run_1/pins.png
(6 px per um) Pins as bars across the die edge, other pins in gray.
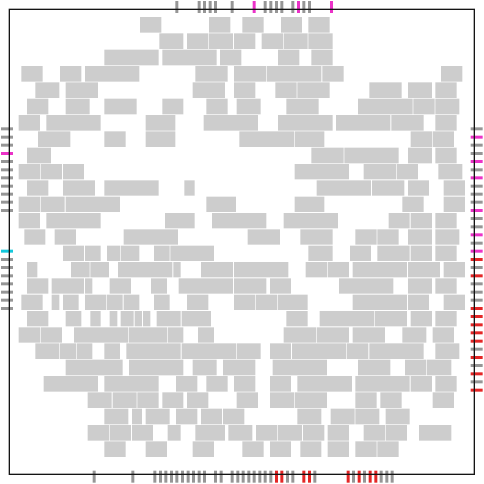
run_1/metal_stack.png
(6 px per um) Two of the layers only.
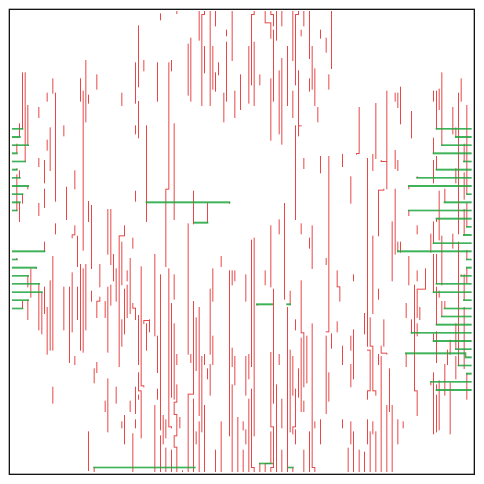
run_1/final_placement.png
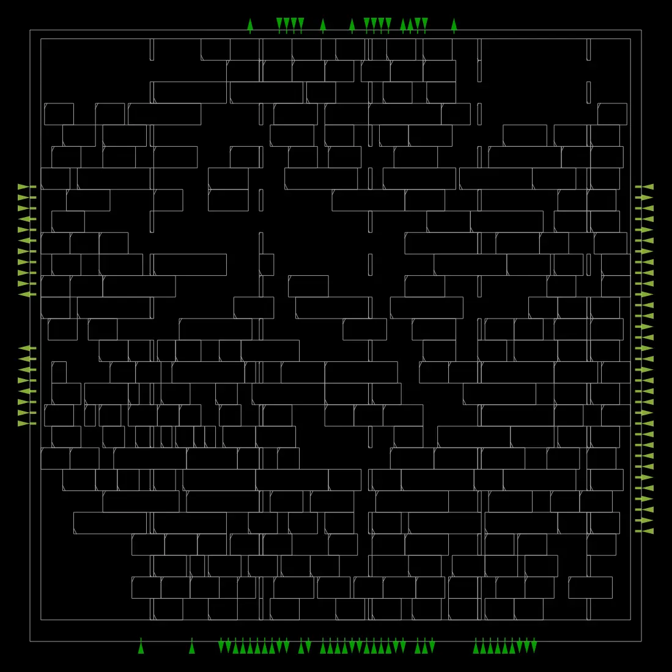
run_1/port_nets.png
(4 px per um)
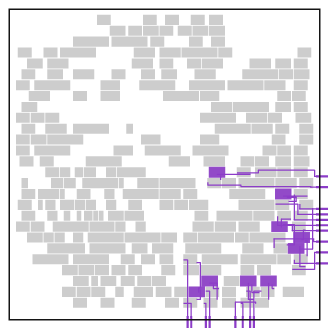
--- config.mk ---
export PLATFORM = sky130hd
export DESIGN_NAME = gfx_pixel_arb
export DESIGN_NICKNAME = d
export VERILOG_FILES = /design/src/rtl/gfx_pixel_arb.sv
export SDC_FILE = /design/constraint.sdc
export NUM_CORES = 1
export LEC_CHECK = 0
export CAP_MARGIN = 20
export CORE_MARGIN = 1
export CORE_UTILIZATION = 35
export CTS_CLUSTER_DIAMETER = 100
export DETAILED_ROUTE_END_ITERATION = 12
export MAX_ROUTING_LAYER = met4
export PLACE_DENSITY = 0.76
export RECOVER_POWER = 25
export SLEW_MARGIN = 20
export SYNTH_ARGS = -nofsm -noshare
export SYNTH_HDL_FRONTEND = slang
export SYNTH_SLANG_ARGS = --single-unit
--- constraint.sdc ---
create_clock -name clk -period 1.64 [get_ports clk]
set_input_delay 0.328 -clock clk [delete_from_list [all_inputs] [get_ports clk]]
set_output_delay 0.328 -clock clk [all_outputs]
set_load 0.005 [all_outputs]
--- src/rtl/gfx_pixel_arb.sv ---
// Round-robin arbiter sharing one pixel-stream sink between NUM_REQ generators,
// with optional frame lock and a registered, full-throughput output stage.
module gfx_pixel_arb #(
  parameter int NUM_REQ    = 2,
  parameter int FB_WIDTH   = 640,
  parameter int FB_HEIGHT  = 480,
  parameter int PIXEL_BITS = 12,
  parameter int LOCK_FRAME = 1,
  localparam int X_BITS    = $clog2(FB_WIDTH),
  localparam int Y_BITS    = $clog2(FB_HEIGHT),
  localparam int GW        = $clog2(NUM_REQ)
) (
  input  logic                          clk,
  input  logic                          reset_n,
  input  logic [NUM_REQ-1:0]            in_pvalid,
  output logic [NUM_REQ-1:0]            in_pready,
  input  logic [NUM_REQ*X_BITS-1:0]     in_x,
  input  logic [NUM_REQ*Y_BITS-1:0]     in_y,
  input  logic [NUM_REQ*PIXEL_BITS-1:0] in_color,
  input  logic [NUM_REQ-1:0]            in_last,
  output logic                          pvalid,
  input  logic                          pready,
  output logic [X_BITS-1:0]             x,
  output logic [Y_BITS-1:0]             y,
  output logic [PIXEL_BITS-1:0]         color,
  output logic                          last,
  output logic [NUM_REQ-1:0]            grant
);

  typedef enum logic {S_IDLE = 1'b0, S_BUSY = 1'b1} state_t;

  state_t                  r_state, w_state_nxt;
  logic [NUM_REQ-1:0]      r_grant, w_grant_nxt;
  logic [GW-1:0]           r_gidx, w_gidx_nxt;
  logic [GW-1:0]           r_rr_ptr, w_rr_nxt;
  logic [GW-1:0]           w_pick, w_gidx_inc;
  logic [GW:0]             w_j;
  logic                    w_any, w_slot, w_accept, w_release;

  logic                    r_pvalid;
  logic [X_BITS-1:0]       r_x;
  logic [Y_BITS-1:0]       r_y;
  logic [PIXEL_BITS-1:0]   r_color;
  logic                    r_last;

  // Output register can take a beat if empty or draining this cycle.
  assign w_slot     = !r_pvalid || pready;
  assign w_accept   = (r_state == S_BUSY) && in_pvalid[r_gidx] && w_slot;
  assign w_release  = w_accept && ((LOCK_FRAME == 0) || in_last[r_gidx]);
  assign w_gidx_inc = (r_gidx == GW'(NUM_REQ-1)) ? '0 : r_gidx + 1'b1;

  // First valid requester at or after rr_ptr, cyclically.
  always_comb begin
    w_pick = '0;
    w_any  = 1'b0;
    w_j    = '0;
    for (int k = 0; k < NUM_REQ; k++) begin
      w_j = {1'b0, r_rr_ptr} + (GW+1)'(k);
      if (w_j >= (GW+1)'(NUM_REQ)) w_j = w_j - (GW+1)'(NUM_REQ);
      if (!w_any && in_pvalid[w_j[GW-1:0]]) begin
        w_any  = 1'b1;
        w_pick = w_j[GW-1:0];
      end
    end
  end

  always_ff @(posedge clk or negedge reset_n) begin
    if (!reset_n) begin
      r_state  <= S_IDLE;
      r_grant  <= '0;
      r_gidx   <= '0;
      r_rr_ptr <= '0;
    end else begin
      r_state  <= w_state_nxt;
      r_grant  <= w_grant_nxt;
      r_gidx   <= w_gidx_nxt;
      r_rr_ptr <= w_rr_nxt;
    end
  end

  always_comb begin
    w_state_nxt = r_state;
    w_grant_nxt = r_grant;
    w_gidx_nxt  = r_gidx;
    w_rr_nxt    = r_rr_ptr;
    case (r_state)
      S_IDLE: if (w_any) begin
        w_state_nxt = S_BUSY;
        w_grant_nxt = NUM_REQ'(1) << w_pick;
        w_gidx_nxt  = w_pick;
      end
      S_BUSY: if (w_release) begin
        w_state_nxt = S_IDLE;
        w_grant_nxt = '0;
        w_rr_nxt    = w_gidx_inc;
      end
      default: w_state_nxt = S_IDLE;
    endcase
  end

  always_comb begin
    in_pready = '0;
    if (r_state == S_BUSY) in_pready[r_gidx] = w_slot;
    grant = r_grant;
  end

  always_ff @(posedge clk or negedge reset_n) begin
    if (!reset_n) begin
      r_pvalid <= 1'b0;
      r_x      <= '0;
      r_y      <= '0;
      r_color  <= '0;
      r_last   <= 1'b0;
    end else if (w_accept) begin
      r_pvalid <= 1'b1;
      r_x      <= in_x[r_gidx*X_BITS +: X_BITS];
      r_y      <= in_y[r_gidx*Y_BITS +: Y_BITS];
      r_color  <= in_color[r_gidx*PIXEL_BITS +: PIXEL_BITS];
      r_last   <= in_last[r_gidx];
    end else if (pready) begin
      r_pvalid <= 1'b0;
    end
  end

  assign pvalid = r_pvalid;
  assign x      = r_x;
  assign y      = r_y;
  assign color  = r_color;
  assign last   = r_last;

endmodule

==> results.cfg, run 1 <==
; physical design summary
[outcome]
status = completed

[placed_design]
dpl.hpwl_mm = 3.65

[sta]
max_slew_margin = 0.650
max_slew.worst_pin.slew_ns = 0.525
rsz0062_at_grt = no
hold-worst-slack_ns = 0.498
period_needed_ns = 1.59

[hold_path]
min_path_type = reg -> reg

[drt]
route.antenna.remaining_nets = 0

[synthesis]
synth_cell_type_count = 20
edf_count = 0
ys_cells = 130
synth_warnings = 0
netlist_instances = 130
synth-async-reset-ratio = 1.00

[critical_path]
crit_path_end_kind = primary output
path_buffers = 2
cp_max_fo = 3

[clock_tree]
postCtsSetupRepairBufs = 0
cts_tree = done

[final_layout]
largest_register_ffs = 12

[global_route]
grt_pass1_vias = 1607
grt_pass1_wl_mm = 7.64

[job]
maxCapViolations = 0

[pwr]
pwr-share-seq = 0.314
About pins.png:
legend:
  red:
    port: `in_y`
    pins: 18
    direction: input
    edge: 10 right, 8 bottom
  cyan:
    port: `last`
    pins: 1
    direction: output
    edge: left
  magenta:
    port: `x`
    pins: 10
    direction: output
    edge: 6 right, 3 top, 1 left
all pins by edge: 38 bottom, 33 right, 19 left, 16 top
port bufs: 105
chip height: 77.3 um
die width: 77.3 um

About metal_stack.png:
legend:
  green:
    layer: met3
    wire_length: 243 um
  red:
    layer: met2
    wire_length: 2360 um
vias after detailed routing: 1483
drt wl/cell: 14.6 um
total track usage: 0.170

About final_placement.png:
Seq/total area: 0.289
post-route insts no fill: 321
Final Util: 0.601
FP Rows: 27
flop count: 38

About port_nets.png:
legend:
  purple:
    port: `in_y`
    bits: 18
    direction: input
    end_cells: 9
    wire: 291 um
IO Pins: 106

-- run 1: through the flow --
step	setup TNS, ns	setup WS [ns]	total power, uW	std cells	area [um2]
after CTS	0	0.000733	5550	321	3310
final	0	0.0534	5460	321	3290
after detailed placement	-6.17	-0.315	4780	312	3180
after global routing	0	0.00183	5780	321	3290
after floorplan	0	0.107	3330	130	1980
after global placement	-5.82	-0.307	4720	312	3180
-- run 1: cell families after synthesis --
kind of cell,count (synthesis),synth area share
AOI/OAI and AO/OA,9,0.0385
muxes,64,0.418
buffers and inverters,10,0.0347
and+or+nand+nor,9,0.0290
DFF,38,0.479
-- run 1: final timing paths --
check	to	start	cells after the start	slack, ns
max	in_pready[1]	pready	4	0.05
min	last	last	1	0.50
max reg2reg	color[11]	r_gidx	4	0.06
min reg2reg	last	last	1	0.50
max in group asynchronous	x[2]	reset_n	3	0.24
min in group asynchronous	color[5]	reset_n	2	0.53
-- run 1: cell type report --
class | count | area, um2 | area share
sequential | 38 | 952 | 0.289
multi-input combinational | 82 | 971 | 0.295
inverter | 2 | 7.51 | 0.00228
tap | 72 | 90.1 | 0.0274
timing repair buffer | 119 | 1160 | 0.352
clock buffer | 8 | 110 | 0.0335
-- run 1: routing by layer --
| layer | vias up | track usage | wire, um |
|---|---|---|---|
| met3 | 6 | 0.0262 | 243 |
| met5 | - | - | 0 |
| met1 | 712 | 0.195 | 2000 |
| met4 | 0 | 0.0717 | 94 |
| met2 | 60 | 0.294 | 2360 |
| li1 | 705 | - | - |
-- run 1: worst reg2reg max path, delay by kind of cell (launching register included) --
family / cells / cell delay (ns)
muxes: 2 / 0.66
and+or+nand+nor: 1 / 0.11
DFF: 1 / 0.46
buffers and inverters: 1 / 0.23
==> run 2: changes to the inputs <==
--- a/config.mk
+++ b/config.mk
@@ -13,7 +13,8 @@
 export MAX_ROUTING_LAYER = met4
 export PLACE_DENSITY = 0.76
 export RECOVER_POWER = 25
-export SLEW_MARGIN = 20
+export SLEW_MARGIN = 10
 export SYNTH_ARGS = -nofsm -noshare
 export SYNTH_HDL_FRONTEND = slang
 export SYNTH_SLANG_ARGS = --single-unit
+export TNS_END_PERCENT = 30
run_2/pins.png
(6 px per um) Pins as bars across the die edge, other pins in gray.
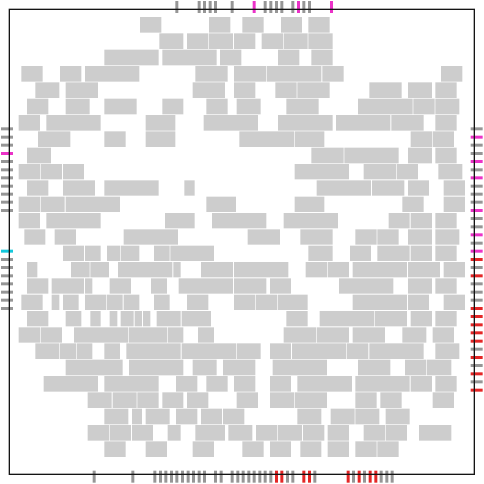
legend:
  red:
    port: `in_y`
    pins: 18
    direction: input
    edge: 10 right, 8 bottom
  cyan:
    port: `last`
    pins: 1
    direction: output
    edge: left
  magenta:
    port: `x`
    pins: 10
    direction: output
    edge: 6 right, 3 top, 1 left
all pins by edge: 38 bottom, 33 right, 19 left, 16 top

run_2/metal_stack.png
(6 px per um) Two of the layers only.
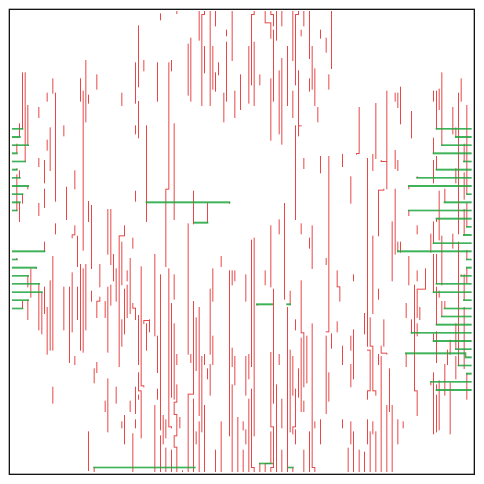
legend:
  green:
    layer: met3
    wire_length: 243 um
  red:
    layer: met2
    wire_length: 2360 um
WL final: 4.70 mm

==> run 2 against run 1 <==
Final cell count did not move. Wire length unchanged. Sequential power about the same. Via count unchanged. Sequential share of layout area stayed put. Total power unchanged. Fmax unchanged. First-iteration DRC count unchanged. Combinational power about the same. Highest routed layer unchanged.
==> results.cfg, run 2 <==
; physical design summary
[synthesis]
synth_cell_type_count = 20
synth-async-reset-ratio = 1.00
edf_count = 0
netlist_instances = 130

[outcome]
status = completed

[sta]
max_slew.worst_pin.slew_ns = 0.525
period_needed_ns = 1.59
max_slew_margin = 0.650
hold-worst-slack_ns = 0.498
setup_tns_ns = 0

[die]
die_y_um = 77.3
io_pins = 106
taps = 72
rows = 27
die_x_um = 77.3

[global_route]
grt_pass1_vias = 1607
gr-usage-met3 = 0.0262
met2_usage = 0.294
grt_pass1_wl_mm = 7.64
grtUsageTotal = 0.170
top_usage_layer = met2

[final_layout]
seq_share = 0.289
clock_buffers = 8
num-multi-input-gates = 82
largest_register_ffs = 12
regArea_um2 = 952
clk_share = 0.0335
inv_count = 2
fin_util = 0.601
layout.area.comb_um2 = 971
ff_count = 38

[drt]
route.antenna.remaining_nets = 0
wl_per_cell_um = 14.6
wl_met1_mm = 2.00
met3WireLength_um = 243
vias = 1483
highest-signal-layer = met4

[critical_path]
crit_path_end_kind = primary output

[hold_path]
min_path_type = reg -> reg

[clock_tree]
postCtsSetupRepairBufs = 0
cts_tree = done

[placed_design]
portBuffers = 105
dpl.hpwl_mm = 3.65

[job]
maxCapViolations = 0
==> run 2: stage by stage <==
| step | cell area (um2) | power [uW] | worst slack (ns) | instances |
|---|---|---|---|---|
| after floorplan | 1980 | 3330 | 0.107 | 130 |
| after global placement | 3180 | 4720 | -0.307 | 312 |
| after detailed placement | 3180 | 4780 | -0.315 | 312 |
| after CTS | 3310 | 5550 | 0.000733 | 321 |
| after global routing | 3290 | 5780 | 0.00183 | 321 |
| final | 3290 | 5460 | 0.0534 | 321 |
==> run 2: kinds of logic (layout without fill, tap and decap cells) <==
| logic type | count (synthesis) | in the layout | synth area share |
|---|---|---|---|
| compound gates | 9 | 9 | 0.0385 |
| mux | 64 | 64 | 0.418 |
| flops | 38 | 38 | 0.479 |
| buf+inv | 10 | 129 | 0.0347 |
| simple gates | 9 | 9 | 0.0290 |
==> run 2: where the power goes <==
part | switching (uW) | leakage, uW | internal [uW] | total, uW
Sequential | 294 | 0.000447 | 1420 | 1720
Combinational | 907 | 0.000961 | 2100 | 3010
Clock | 309 | 0.0000575 | 425 | 734
Total | 1510 | 0.00147 | 3950 | 5460
==> run 2: worst max-delay path, stage by stage <==
cell	delay [ns]
clkdlybuf4s50_1	0.46
nand2b_4	0.13
and3_1	0.15
clkdlybuf4s15_1	0.20
==> run 2: worst paths after layout <==
path | start | end | slack [ns] | cells past startpoint
max | pready | in_pready[1] | 0.05 | 4
min | last | last | 0.50 | 1
max reg2reg | r_gidx | color[11] | 0.06 | 4
min reg2reg | last | last | 0.50 | 1
max in group asynchronous | reset_n | x[2] | 0.24 | 3
min in group asynchronous | reset_n | color[5] | 0.53 | 2
==> run 2: timing repair <==
action	in CTS	in global routing
hold buffers	1	0
pin swaps	0	1
setup endpoints to repair	2	18
resized	4	3
endpoints found under the hold margin	14	0
run_2/drive_strength.png
(6 px per um)
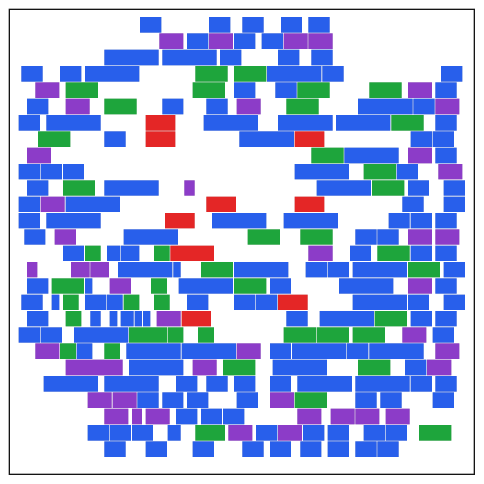

==> run 3: changes to the inputs <==
--- a/config.mk
+++ b/config.mk
@@ -7,11 +7,11 @@
 export LEC_CHECK = 0
 export CAP_MARGIN = 20
 export CORE_MARGIN = 1
-export CORE_UTILIZATION = 35
+export CORE_UTILIZATION = 39
 export CTS_CLUSTER_DIAMETER = 100
 export DETAILED_ROUTE_END_ITERATION = 12
 export MAX_ROUTING_LAYER = met4
-export PLACE_DENSITY = 0.76
+export PLACE_DENSITY = 0.8
 export RECOVER_POWER = 25
 export SLEW_MARGIN = 10
 export SYNTH_ARGS = -nofsm -noshare
==> constraint.sdc (replaced) <==
create_clock -name clk -period 1.7 [get_ports clk]
set_input_delay 0.34 -clock clk [delete_from_list [all_inputs] [get_ports clk]]
set_output_delay 0.34 -clock clk [all_outputs]
set_load 0.005 [all_outputs]
run_3/drive_strength.png
(6 px per um)
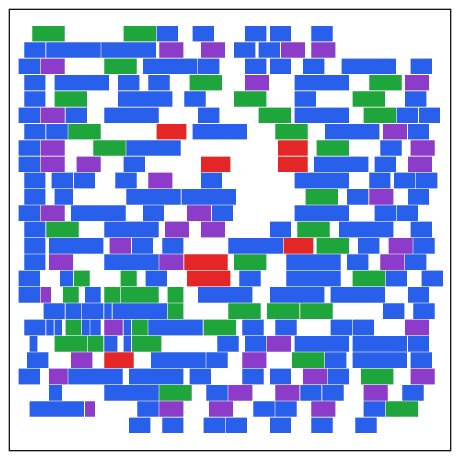
legend:
  blue:
    size: drive 1 or less
    cells: 156
    share: 64%
  green:
    size: drive 3 to 4
    cells: 40
    share: 16%
  red:
    size: drive 6 and up
    cells: 8
    share: 3.3%
  purple:
    size: drive 2
    cells: 41
    share: 17%
design area: 0.00325 mm2
synth-to-layout area growth: 63.8%
worst setup margin: 0.0531 ns

==> run 3 against run 2 <==
Critical path depth unchanged. Final cell count decreased by 2.8%. Count of clock-buffer cells in the layout decreased by 2. Highest routed layer unchanged. Critical path type unchanged. Sequential power decreased by 5%.
==> results.cfg, run 3 <==
; physical design summary
[pwr]
total_power_uw = 5160
combPwrFrac = 0.566
pwr-share-clk = 0.115
switching_share = 0.280
power.switching_uw = 1440
internal_power_uw = 3720

[critical_path]
startpoint = pready
worstReg2RegEnd = x[4]
path_buffers = 2
crit_cells = 4
reg2reg_depth = 3
path_delay_family = buffers and inverters
critPathMaxStageDelay_ns = 0.46
endpoint = in_pready[1]
timing.rr.start = r_gidx
crit_chain = clkdlybuf4s50_1, nand2b_4, and3_1, clkdlybuf4s15_1
crit_path_end_kind = primary output

[die]
io_pins = 106
die_y_um = 73.3
die_x_um = 73.3

[clock_tree]
postCtsSetupRepairBufs = 0
cts_tree = done
holdBufCountCts = 0
cts.repair.resized = 3

[synthesis]
ys_sh_mux = 0.418
yosys.area_share.aoi = 0.0385
syn-num-nets = 199
fa_ha_area_frac = 0
simple_gate_share = 0.0290
netlist_instances = 130
synth_cell_type_count = 20
edf_count = 0
logic_family = multiplexers

[final_layout]
layout.area.comb_um2 = 971
largest_register_ffs = 12
regArea_um2 = 951
fin_util = 0.674

[outcome]
status = completed

[sta]
period_needed_ns = 1.65
max_slew_margin = 0.298

[placed_design]
portBuffers = 105
dpl.hpwl_mm = 3.65

[drt]
wl_per_cell_um = 15.2

[global_route]
grtUsageTotal = 0.202
grt_pass1_wl_mm = 7.64
met2_usage = 0.335
top_usage_layer = met2

[job]
maxCapViolations = 0

[hold_path]
min_path_type = in -> async
run_3/metal_stack.png
(6 px per um) Two of the layers only.
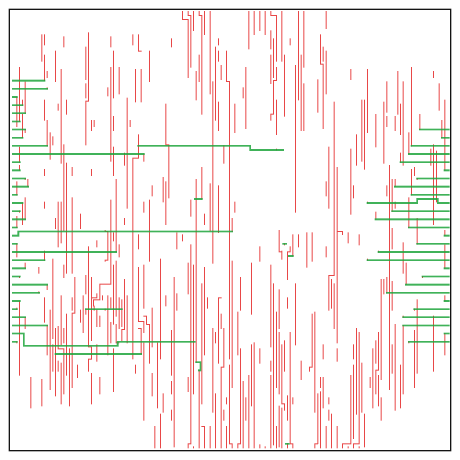
legend:
  red:
    layer: met2
    wire_length: 2400 um
  green:
    layer: met3
    wire_length: 402 um
WL final: 4.75 mm
vias after detailed routing: 1484

run 3: final cells by class:
cell class,instances,share of cell area
multi-input combinational,82,0.299
inverter,2,0.00231
sequential,38,0.293
tap,67,0.0258
clock buffer,6,0.0254
timing repair buffer,117,0.355
run 3: worst min path at each step:
stage            start  endpoint  slack, ns  cells after the start
3_5_place_dp   reset_n  grant[0]       0.32                      1
3_3_place_gp   reset_n  grant[0]       0.32                      1
5_1_grt        reset_n  grant[0]       0.29                      1
2_1_floorplan  reset_n  color[0]       0.04                      0
4_1_cts        reset_n      x[8]      0.005                      1
6_report       reset_n  grant[0]       0.22                      1
run 3: kinds of logic after synthesis:
| kind of cell | count (synthesis) |
|---|---|
| compound gates | 9 |
| buf+inv | 10 |
| flops | 38 |
| mux | 64 |
| simple gates | 9 |
run 3: worst register-to-register path, delay by kind of cell (launching register included):
kind / cells / cell delay [ns]
multiplexers: 2 / 0.66
flip-flops: 1 / 0.44
buffers and inverters: 1 / 0.36
run 3: layer usage:
metal / wire length, um / part of all wire
met1: 1880 / 0.40
met2: 2400 / 0.50
met3: 401 / 0.084
met4: 70 / 0.015
met5: 0 / 0
run 3: power groups by stage:
stage | clock, uW | combinational (uW) | sequential [uW]
2_1_floorplan | 0 | 1570 | 1640
3_3_place_gp | 0 | 2930 | 1620
3_5_place_dp | 0 | 2970 | 1640
4_1_cts | 619 | 2980 | 1640
5_1_grt | 670 | 3130 | 1700
6_report | 595 | 2920 | 1640
run 3: stage by stage:
step	setup TNS, ns	worst slack [ns]	std cells	hold WS, ns
3_3_place_gp	-3.75	-0.245	306	0.315
6_report	0	0.0531	312	0.218
3_5_place_dp	-4.64	-0.276	306	0.319
5_1_grt	0	0.00458	312	0.295
4_1_cts	0	0.0115	312	0.00538
2_1_floorplan	0	0.167	130	0.0444
Power and IR drop assume default switching activity.
